**config.mk**
```make
export PLATFORM = sky130hd
export DESIGN_NAME = mem_bus_arbiter
export DESIGN_NICKNAME = d
export VERILOG_FILES = /design/src/rtl/mem_bus_arbiter.sv
export SDC_FILE = /design/constraint.sdc
export NUM_CORES = 1
export LEC_CHECK = 0
export CAP_MARGIN = 20
export CORE_ASPECT_RATIO = 1.25
export CORE_MARGIN = 4
export CORE_UTILIZATION = 40
export CTS_BUF_LIST = sky130_fd_sc_hd__clkbuf_8
export CTS_CLUSTER_DIAMETER = 30
export DETAILED_ROUTE_END_ITERATION = 16
export PLACE_DENSITY = 0.95
export SYNTH_ARGS = -nofsm -noshare
export SYNTH_HDL_FRONTEND = slang
export SYNTH_SLANG_ARGS = --single-unit
```
**constraint.sdc**
```tcl
create_clock -name clk -period 5.9 [get_ports clk]
set_input_delay 1.18 -clock clk [delete_from_list [all_inputs] [get_ports clk]]
set_output_delay 1.18 -clock clk [all_outputs]
set_load 0.005 [all_outputs]
```
**src/rtl/mem_bus_arbiter.sv**
```systemverilog
// Two-core round-robin arbiter for a shared RAM/GPIO bus with bounded bursts.
// The owner's accesses are routed to one slave. Each access is acked one cycle after issue.
module mem_bus_arbiter #(
    parameter int unsigned MAX_BURST = 8
) (
    input  logic       clk,
    input  logic       reset,

    input  logic       core0_request,
    output logic       core0_grant,
    input  logic       core0_valid,
    input  logic       core0_rw,
    input  logic [9:0] core0_address,
    input  logic [7:0] core0_data_out,
    output logic [7:0] core0_data_in,
    output logic       core0_ack,

    input  logic       core1_request,
    output logic       core1_grant,
    input  logic       core1_valid,
    input  logic       core1_rw,
    input  logic [9:0] core1_address,
    input  logic [7:0] core1_data_out,
    output logic [7:0] core1_data_in,
    output logic       core1_ack,

    output logic       ram_en,
    output logic       ram_rw,
    output logic [8:0] ram_address,
    output logic [7:0] ram_data_in,
    input  logic [7:0] ram_data_out,

    output logic       gpio_en,
    output logic       gpio_rw,
    output logic [8:0] gpio_address,
    output logic [7:0] gpio_data_in,
    input  logic [7:0] gpio_data_out
);

    localparam int unsigned CW = (MAX_BURST > 2) ? $clog2(MAX_BURST) : 1;

    typedef enum logic [1:0] {StIdle, StOwn0, StOwn1} state_t;

    state_t          state, state_next;
    logic            last_owner;
    logic [CW-1:0]   burst_cnt;
    logic            pend_rd0, pend_rd1;
    logic            pend_gpio0, pend_gpio1;
    logic [7:0]      data_q0, data_q1;

    logic            issue0, issue1, issue;
    logic            acc_rw, acc_gpio;
    logic [9:0]      acc_address;
    logic [7:0]      acc_data;
    logic            burst_last;
    logic [7:0]      rd_data0, rd_data1;

    assign core0_grant = (state == StOwn0);
    assign core1_grant = (state == StOwn1);

    assign issue0 = core0_grant && core0_valid;
    assign issue1 = core1_grant && core1_valid;
    assign issue  = issue0 || issue1;

    assign acc_rw      = issue1 ? core1_rw       : core0_rw;
    assign acc_address = issue1 ? core1_address  : core0_address;
    assign acc_data    = issue1 ? core1_data_out : core0_data_out;
    assign acc_gpio    = acc_address[9];

    always_comb begin
        ram_en       = issue && !acc_gpio;
        gpio_en      = issue && acc_gpio;
        ram_rw       = ram_en && acc_rw;
        gpio_rw      = gpio_en && acc_rw;
        ram_address  = ram_en ? acc_address[8:0] : 9'd0;
        gpio_address = gpio_en ? acc_address[8:0] : 9'd0;
        ram_data_in  = ram_en ? acc_data : 8'd0;
        gpio_data_in = gpio_en ? acc_data : 8'd0;
    end

    assign burst_last = (MAX_BURST != 0) && (burst_cnt == CW'(MAX_BURST - 32'd1));

    always_comb begin
        state_next = state;
        unique case (state)
            StIdle: begin
                if (core0_request && core1_request) begin
                    state_next = last_owner ? StOwn0 : StOwn1;
                end else if (core0_request) begin
                    state_next = StOwn0;
                end else if (core1_request) begin
                    state_next = StOwn1;
                end
            end
            StOwn0: begin
                if (!core0_request) begin
                    state_next = core1_request ? StOwn1 : StIdle;
                end else if (core1_request && issue0 && burst_last) begin
                    state_next = StOwn1;
                end
            end
            StOwn1: begin
                if (!core1_request) begin
                    state_next = core0_request ? StOwn0 : StIdle;
                end else if (core0_request && issue1 && burst_last) begin
                    state_next = StOwn0;
                end
            end
            default: state_next = StIdle;
        endcase
    end

    // Slave read data is only valid in the ack cycle, so it is bypassed to the core then
    // and captured for the following cycles.
    assign rd_data0      = pend_gpio0 ? gpio_data_out : ram_data_out;
    assign rd_data1      = pend_gpio1 ? gpio_data_out : ram_data_out;
    assign core0_data_in = (core0_ack && pend_rd0) ? rd_data0 : data_q0;
    assign core1_data_in = (core1_ack && pend_rd1) ? rd_data1 : data_q1;

    always_ff @(posedge clk or negedge reset) begin
        if (!reset) begin
            state      <= StIdle;
            last_owner <= 1'b1;
            burst_cnt  <= '0;
            core0_ack  <= 1'b0;
            core1_ack  <= 1'b0;
            pend_rd0   <= 1'b0;
            pend_rd1   <= 1'b0;
            pend_gpio0 <= 1'b0;
            pend_gpio1 <= 1'b0;
            data_q0    <= 8'd0;
            data_q1    <= 8'd0;
        end else begin
            state <= state_next;
            if (state_next == StOwn0 && state != StOwn0) begin
                last_owner <= 1'b0;
            end else if (state_next == StOwn1 && state != StOwn1) begin
                last_owner <= 1'b1;
            end
            if (state_next != state) begin
                burst_cnt <= '0;
            end else if (issue) begin
                burst_cnt <= burst_cnt + CW'(1);
            end
            core0_ack  <= issue0;
            core1_ack  <= issue1;
            pend_rd0   <= issue0 && !core0_rw;
            pend_rd1   <= issue1 && !core1_rw;
            pend_gpio0 <= core0_address[9];
            pend_gpio1 <= core1_address[9];
            if (core0_ack && pend_rd0) begin
                data_q0 <= rd_data0;
            end
            if (core1_ack && pend_rd1) begin
                data_q1 <= rd_data1;
            end
        end
    end

endmodule

```
Fig. 1: run 1, metal layers overlaid
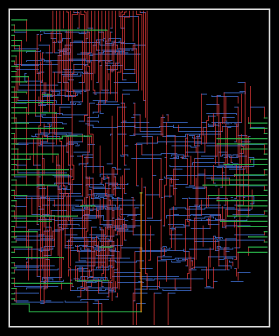
Key: orange = met4 [wire length 31.3 um]; green = met3 [wire length 519 um]; red = met2 [wire length 2970 um]; blue = met1 [wire length 2140 um]
Total Routing Usage GR: 0.199
total via count after detailed routing: 1872
Total Routed Length: 5.67 mm
wire length per cell after detailed routing: 15.4 um

Fig. 2: run 1, routing congestion map
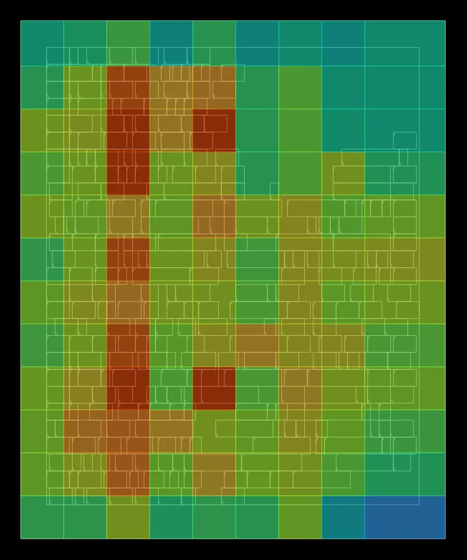
global-route track usage on met2: 0.368
met1 layer usage reported by global route: 0.211
Most Crowded Layer GR: met2
final core utilization: 0.689
GRT met3 Usage: 0.0609

==> results.sh, run 1 <==
# source this file to load flow results
export IMPL_power_density_cell_area_nw_per_um2=284
export IMPL_outcome="finished clean"
export IMPL_syn_nets=265
export IMPL_yosys_cells=203
export IMPL_seq_area_frac_synth=0.388
export IMPL_layout_top_cell_excl_fill_tap="clkdlybuf4s50_1"
export IMPL_topCellsByArea="dfrtp_1, mux2i_1, nor2_1, a21oi_1, a2111oi_2"
export IMPL_share_of_cells_above_drive_strength_1=0.0643
export IMPL_synth_area_yosys_um2=1810
export IMPL_area_leader_share=0.374
export IMPL_worstSetupPathType="primary input to output pin"
export IMPL_clkSlewWorstSetupHoldPaths_ns=0.09
export IMPL_dieWidth_um=68.1
export IMPL_enable_flop_cells=0
export IMPL_crit_path_buffers_inverters=3
export IMPL_worstMarginPinSlew_ns=0.885
export IMPL_place_detailed_hpwl_mm=4.64
export IMPL_critical_path_peak_fanout=14
export IMPL_place_gp_congestion=0.784
export IMPL_power_leakage_nw=1.33
export IMPL_cts_root_buffer_cell="clkbuf_8"
export IMPL_ff2ff_path_depth=5
export IMPL_timing_max_cap_violations=0
export IMPL_setup_viol=0
export IMPL_grt_max_degree=29
export IMPL_vdd_drop_max_mv=0.154
export IMPL_synthDistinctLibCells=34
export IMPL_critPathRequiredTime_ns=4.72
export IMPL_design_final_nets=374
export IMPL_dr_first_iter_drc_count=63
export IMPL_relative_slew_margins=0.410
export IMPL_route_antenna_remaining_nets=0
export IMPL_drtPass1Iterations=4
export IMPL_drc_errors=0
export IMPL_number_of_placed_i_o_pins=118
export IMPL_fin_crit_ns=4.88
export IMPL_global_route_overflow_total=0
export IMPL_placedCellCount=365
export IMPL_syn_avg_cell_area_um2=8.91
export IMPL_grt_first_pass_wirelength_mm=8.71
export IMPL_cts_setup_buffers=0
export IMPL_syn_cell_area_um2=1810
export IMPL_hold_bufs_inserted_after_cts=0
export IMPL_achievable_frequency_ghz=0.205
export IMPL_cts_htree_levels=1
export IMPL_final_setup_skew_ns=0.00208
export IMPL_vias_per_cell=5.07
export IMPL_end_kind="output pin"
Fig. 3: run 1, gate families picked out
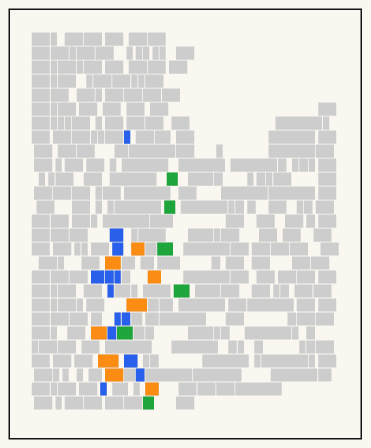
Key: orange = AND-OR and OR-AND gates [cells 8]; blue = NAND gates [cells 13]; green = AND and OR gates [cells 6]

[run 1: stage by stage]
step                      total power [mW]   util  setup WS (ns)  instance area, um^2
after floorplan                      0.526      -           2.65                 1810
after global placement               0.735  0.676           1.16                 2970
after detailed placement             0.751  0.676           1.05                 2970
after CTS                            0.865  0.689           1.05                 3030
after global routing                 0.920  0.689          0.875                 3030
final                                0.858  0.689           1.02                 3030
[run 1: per-layer routing]
metal	routed length, um	GRT usage
met5	0	0
met4	31	0.0434
met3	518	0.0609
met2	2970	0.368
met1	2140	0.211
[run 1: worst register-to-register path, stage by stage (launching register included)]
cell and delay (ns):
dfrtp_1 0.62, nand3b_1 0.76, buf_4 0.43, nand2_1 0.09
xnor2_1 0.14, nor2_1 0.06
[run 1: how the worst max path moves through the flow]
stage / from / to / slack [ns] / depth (start not counted)
2_1_floorplan: core1_valid / gpio_address[6] / 2.65 / 6
3_3_place_gp: core1_valid / gpio_address[4] / 1.16 / 6
3_5_place_dp: core1_valid / gpio_address[3] / 1.05 / 6
4_1_cts: core1_valid / gpio_address[5] / 1.05 / 6
5_1_grt: core1_valid / gpio_address[5] / 0.88 / 6
6_report: core1_valid / gpio_address[4] / 1.02 / 6
[run 1: cell families after synthesis]
kind of cell	synth area share
XOR/XNOR	0.00485
multiplexers	0.188
adder cells (fa/ha/maj)	0.0138
flip-flops	0.388
AND/OR/NAND/NOR	0.210
buffers and inverters	0.0616
AND-OR/OR-AND	0.134
[run 1: synth_stat cells, types with 3 or more instances]
cell and n:
clkbuf_1 7, and2b_2 3, nor2_1 58, and2_1 3, nor3b_1 3, inv_2 3, dfrtp_1 27, nand2_1 5
nand3b_1 3, buf_2 4, nand3_1 4, o21a_1 3, mux2i_1 34, a21oi_1 18
[run 1: flip-flops by register name, summed over array words and instances, names as in the netlist]
name and flops:
burst_cnt 3, pend_gpio1 1, last_owner 1, data_q1 8, pend_rd0 1, pend_rd1 1, state 2, data_q0 8
core1_ack 1, core0_ack 1, pend_gpio0 1
[run 1: power by group]
group | switching [mW] | internal [mW]
Sequential | 0.0479 | 0.247
Combinational | 0.185 | 0.264
Clock | 0.0538 | 0.0595
[run 1: final cells by class]
type	instances	area, um^2	area share
well taps	58	72.6	0.0240
inverters	4	15.0	0.00496
flip-flops and latches	28	702	0.232
multi-input cells	156	995	0.329
clock buffers	4	55.1	0.0182
repair buffers	119	1190	0.392
Fig. 4: run 1, cell density map
The die is cut into 7 by 8 equal tiles; white is low, dark blue is high, 0 to 100% covered.
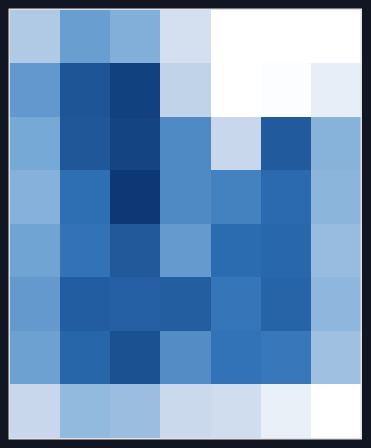

==> run 2: changes to the inputs <==
CORE_UTILIZATION = 34   (was 40)
PLACE_DENSITY = 0.86   (was 0.95)
clock period = 4.35 ns   (was 5.9 ns; I/O delays follow)
Fig. 5: run 2, cell density map
The die is cut into 7 by 9 equal tiles; white is low, dark blue is high, 0 to 100% covered.
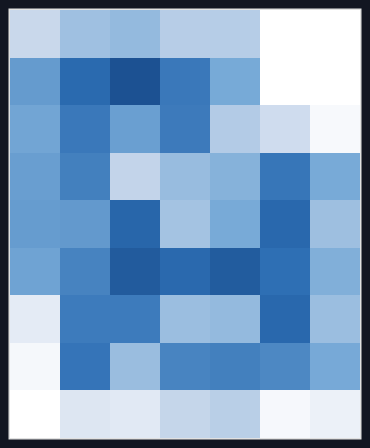
13% of the tiles are over 75% full. The mean over all tiles is 45%. The fullest tile reaches 87%. 7.9% of the tiles are nearly empty. The emptiest ninth of the die: top right.

Fig. 6: run 2, gate families picked out
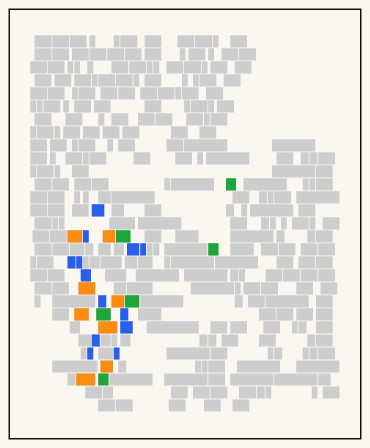
Key: orange = AND-OR and OR-AND gates [cells 8]; blue = NAND gates [cells 13]; green = AND and OR gates [cells 6]

==> run 2 against run 1 <==
Effect of this change:
- clock power up 82%
- synthesized cell count unchanged
- critical path type unchanged
- largest power group unchanged
- via count down 0.75%
==> results.sh, run 2 <==
# source this file to load flow results
export IMPL_cts_htree_levels=1
export IMPL_crit_path_start="core1_valid"
export IMPL_yosys_cells=203
export IMPL_power_leakage_nw=1.34
export IMPL_critPathRequiredTime_ns=3.48
export IMPL_relative_slew_margins=0.429
export IMPL_enable_flop_cells=0
export IMPL_synth_cellmix_xorXnorShare=0.00484
export IMPL_mux_share=0.188
export IMPL_ff2ff_path_depth=6
export IMPL_total_routing_usage_gr=0.162
export IMPL_area_leader_share=0.374
export IMPL_synth_area_yosys_um2=1810
export IMPL_combinationalPowerShare=0.497
export IMPL_power_density_cell_area_nw_per_um2=396
export IMPL_critical_path_peak_fanout=19
export IMPL_detailroute_via_count=1858
export IMPL_top_logic_kind="simple AND/OR/NAND/NOR gates"
export IMPL_cts_setup_buffers=0
export IMPL_synthesized_area_fraction_occupied_by_ao_oa_aoi_and_oai_cells=0.134
export IMPL_synth_adder_area_share=0.0138
export IMPL_achievable_frequency_ghz=0.262
export IMPL_p_sw_mw=0.391
export IMPL_drtPass1Iterations=4
export IMPL_timing_max_cap_violations=0
export IMPL_internal_power_mw=0.815
export IMPL_outcome="finished clean"
export IMPL_fin_crit_ns=3.81
export IMPL_worstMarginPinSlew_ns=0.857
export IMPL_topCellsByArea="dfrtp_1, mux2i_1, nor2_1, a21oi_1, a2111oi_2"
export IMPL_drt_wl_total_mm=5.55
export IMPL_synthDistinctLibCells=34
export IMPL_route_antenna_remaining_nets=0
export IMPL_syn_avg_cell_area_um2=8.91
export IMPL_cts_root_buffer_cell="clkbuf_8"
export IMPL_synthSimpleGateAreaFrac=0.210
export IMPL_setup_viol=0
export IMPL_design_final_nets=374
export IMPL_pwr_share_clk=0.171
export IMPL_dr_first_iter_drc_count=45
run 2: netlist changes by cell type in the layout (fill, tap and decap cells not counted):
| cell | change |
|---|---|
| bufinv_16 | +1 |
| clkbuf_8 | -1 |
run 2: cell type report:
type | instances | area [um^2] | share of cell area
timing repair buffer | 119 | 1190 | 0.389
clock buffer | 3 | 41.3 | 0.0136
sequential | 28 | 702 | 0.230
inverter | 4 | 15.0 | 0.00493
multi-input combinational | 156 | 995 | 0.326
tap | 62 | 77.6 | 0.0255
clock inverter | 1 | 30.0 | 0.00986
run 2: logic make-up after synthesis:
group,count (synthesis)
flops,28
buf+inv,19
xor+xnor,1
compound gates,35
fa+ha+maj,2
simple gates,84
mux,34
run 2: worst min-delay path by stage:
stage                          start         end
after floorplan           last_owner  last_owner
after global placement    last_owner  last_owner
after detailed placement  last_owner  last_owner
after CTS                 last_owner  last_owner
after global routing      last_owner  last_owner
final                     last_owner  last_owner
run 2: power by group through the flow:
stage	logic, mW	clock network [mW]	registers (mW)
CTS	0.609	0.213	0.399
finish	0.600	0.206	0.400
floorplan	0.343	0	0.371
global placement	0.595	0	0.401
detailed placement	0.607	0	0.404
global route	0.661	0.223	0.412
run 2: stage by stage:
stage | hold WS, ns | total power, mW | worst slack (ns) | cell area (um^2) | util
floorplan | 0.486 | 0.714 | 1.72 | 1810 | -
global placement | 0.504 | 0.996 | 0.621 | 2980 | 0.582
detailed placement | 0.521 | 1.01 | 0.552 | 2980 | 0.582
CTS | 0.534 | 1.22 | 0.564 | 3050 | 0.596
global route | 0.568 | 1.30 | 0.390 | 3050 | 0.596
finish | 0.531 | 1.21 | 0.538 | 3050 | 0.596
run 2: critical path, delay by kind of cell:
kind,cells,cell delay (ns)
AOI/OAI and AO/OA,1,0.66
and+or+nand+nor,3,0.32
buffers and inverters,2,1.09
run 2: metal layers:
| metal | part of all wire | track usage | vias to the layer above |
|---|---|---|---|
| li1 | - | - | 920 |
| met1 | 0.38 | 0.195 | 843 |
| met2 | 0.51 | 0.282 | 88 |
| met3 | 0.10 | 0.0540 | 7 |
| met4 | 0.0065 | 0.0302 | 0 |
| met5 | 0 | 0 | - |
Fig. 7: run 2, routing congestion map
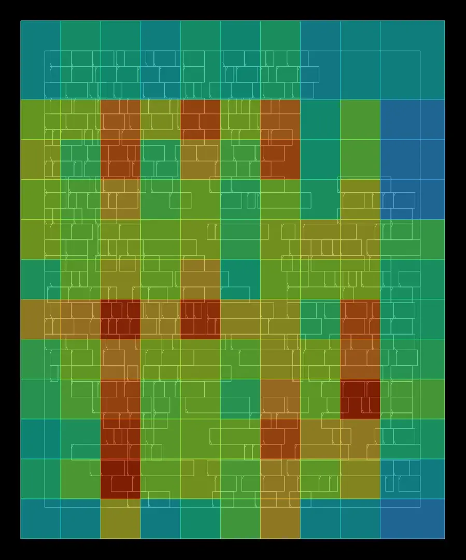

==> run 3: changes to the inputs <==
CTS_CLUSTER_SIZE = 30   (was default)
GPL_TIMING_DRIVEN = 0   (was default)
Fig. 8: run 3, routing congestion map
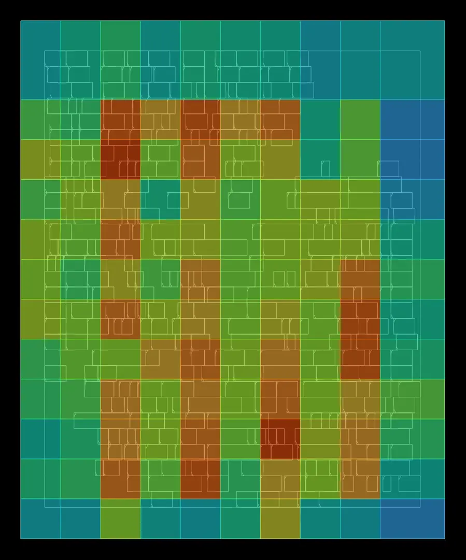
wire length per cell after detailed routing: 14.8 um
met1 layer usage reported by global route: 0.184

Fig. 9: run 3, gate families picked out
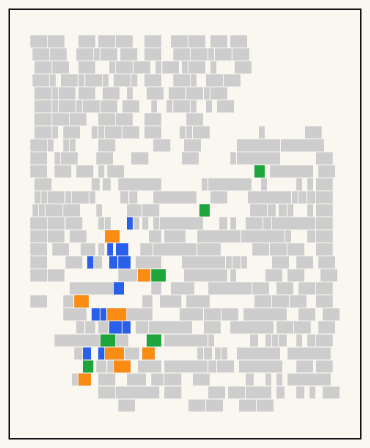
Key: orange = AND-OR and OR-AND gates [cells 8]; blue = NAND gates [cells 13]; green = AND and OR gates [cells 6]

==> run 3 against run 2 <==
Effect of this change:
- register-to-register slack hardly changed
- via count is 1.5% higher
- sequential share of layout area is 0.52 points lower
- die size stayed put
- clock power is 24% lower
- fmax is 1.8% lower
- sequential cell count stayed put
- critical path depth is 1 higher
- largest power group unchanged
==> results.sh, run 3 <==
# source this file to load flow results
export IMPL_drc_errors=0
export IMPL_setup_viol=0
export IMPL_detailroute_via_count=1886
export IMPL_cts_root_buffer_cell="clkbuf_8"
export IMPL_grt_first_pass_wirelength_mm=8.60
export IMPL_placedCellCount=382
export IMPL_min_delay_worst_endpoint="last_owner"
export IMPL_top_cells_by_count="nor2_1, mux2i_1, dfrtp_1, a21oi_1, clkbuf_1"
export IMPL_power_density_cell_area_nw_per_um2=382
export IMPL_critPathRequiredTime_ns=3.48
export IMPL_reg_largest_list="data_q0 x8, data_q1 x8, burst_cnt x3"
export IMPL_fin_crit_ns=3.88
export IMPL_enable_flop_cells=0
export IMPL_final_core_utilization=0.609
export IMPL_layout_top_cell_excl_fill_tap="clkdlybuf4s50_1"
export IMPL_hold_bufs_inserted_after_cts=0
export IMPL_total_power_mw=1.19
export IMPL_design_final_nets=387
export IMPL_fin_hold_ws_ns=0.523
export IMPL_outcome="finished clean"
export IMPL_ff2ff_path_depth=6
export IMPL_synthDistinctLibCells=34
export IMPL_final_setup_skew_ns=0.00562
export IMPL_syn_nets=265
export IMPL_relative_slew_margins=0.555
export IMPL_worst_hold_startpoint="last_owner"
export IMPL_worstMarginPinSlew_ns=0.665
export IMPL_end_kind="output pin"
export IMPL_power_leakage_nw=1.37
export IMPL_total_routing_usage_gr=0.164
export IMPL_critical_path_peak_fanout=10
export IMPL_drt_wl_total_mm=5.71
export IMPL_timing_max_cap_violations=0
export IMPL_dieWidth_um=73.2
export IMPL_number_of_placed_i_o_pins=118
export IMPL_cts_setup_buffers=0
-- run 3: cell counts after synthesis --
No cell type changed its count.
-- run 3: per-stage QoR --
stage / instance area [um^2] / setup WS [ns]
2_1_floorplan: 1810 / 1.72
6_report: 3120 / 0.466
3_5_place_dp: 3060 / 0.470
3_3_place_gp: 3050 / 0.462
5_1_grt: 3120 / 0.341
4_1_cts: 3120 / 0.472
-- run 3: final cells by class --
cell class,instances,area [um^2],share of cell area
plain buffers,15,96.3,0.0309
clock buffers,4,55.1,0.0177
inverters,4,15.0,0.00482
multi-input cells,156,995,0.319
flip-flops and latches,28,702,0.225
well taps,62,77.6,0.0249
repair buffers,117,1180,0.377
-- run 3: kinds of logic after synthesis --
logic type,after synthesis,synth area share
mux,34,0.188
compound gates,35,0.134
simple gates,84,0.210
xor+xnor,1,0.00485
flops,28,0.388
buf+inv,19,0.0616
fa+ha+maj,2,0.0138
-- run 3: worst max path at each step --
stage                start              end  slack (ns)  cells after the start
3_5_place_dp   core0_valid  gpio_data_in[6]        0.47                      7
3_3_place_gp   core0_valid  gpio_address[7]        0.46                      7
4_1_cts        core0_valid  gpio_data_in[6]        0.47                      7
5_1_grt        core0_valid  gpio_data_in[3]        0.34                      7
6_report       core0_valid  gpio_data_in[6]        0.47                      7
2_1_floorplan  core1_valid  gpio_address[6]        1.72                      6
-- run 3: critical path, cell delays in order --
cell	delay, ns
clkdlybuf4s50_1	0.61
nand2b_1	0.16
o22a_1	0.23
clkbuf_1	0.22
buf_2	0.26
nor2_1	0.14
clkdlybuf4s50_1	0.52
-- run 3: metal layers --
metal | GRT usage | vias up | wire length, um
met4 | 0.0134 | 0 | 0
met1 | 0.184 | 881 | 2140
met3 | 0.0405 | 0 | 445
li1 | - | 940 | -
met2 | 0.318 | 65 | 3120
met5 | 0 | - | 0
-- run 3: power by group --
part           leakage (nW)  total (mW)  internal, mW  switching (mW)
Sequential            0.305       0.375         0.336          0.0390
Clock                0.0288       0.156        0.0808          0.0753
Combinational          1.04       0.660         0.381           0.279
Total                  1.37        1.19         0.797           0.393

## Gallery

The metal 2 layer.
Plate I
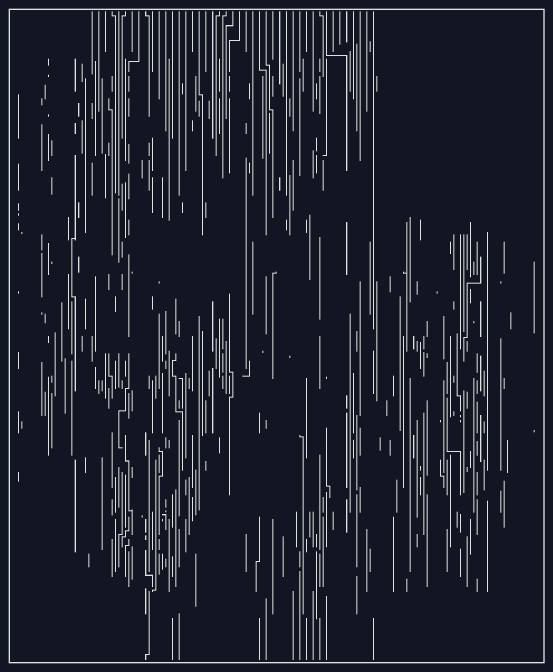
Plate II
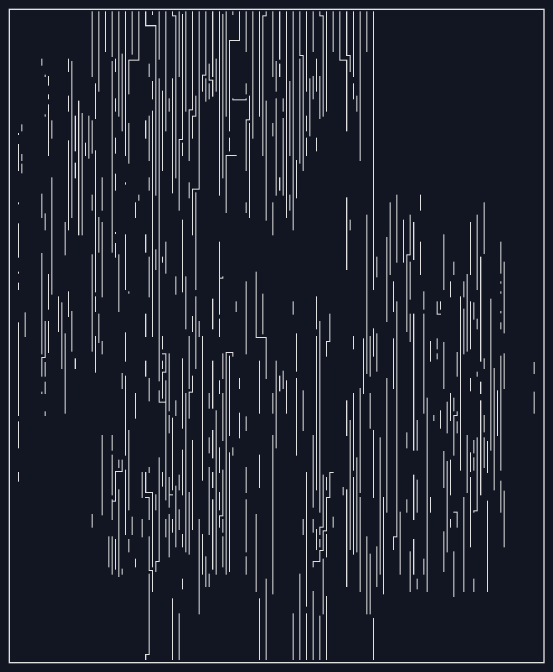
Plate III
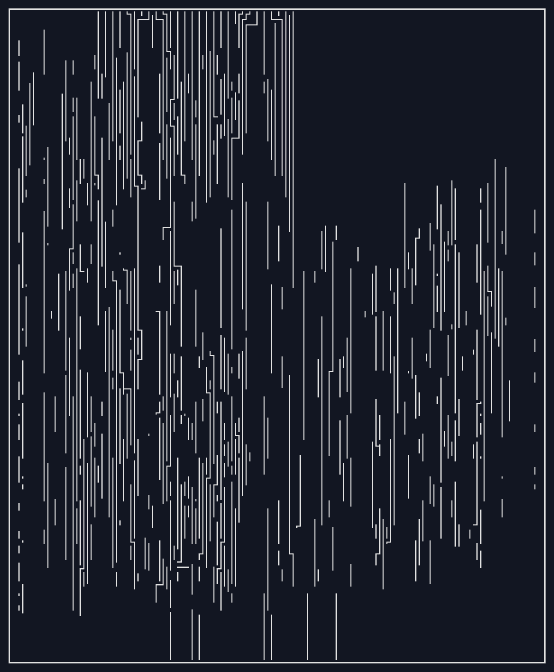
For run 2, see Plate I.
For run 1, see Plate III.
For run 3, see Plate II.

Key to Plate I:
The layer holds 51% of the routed length. 323 nets have wire on it. The layer carries 2850 um of wire. The wires run mostly vertical.

Power figures rest on the tool's default switching activity, not on a simulated workload.
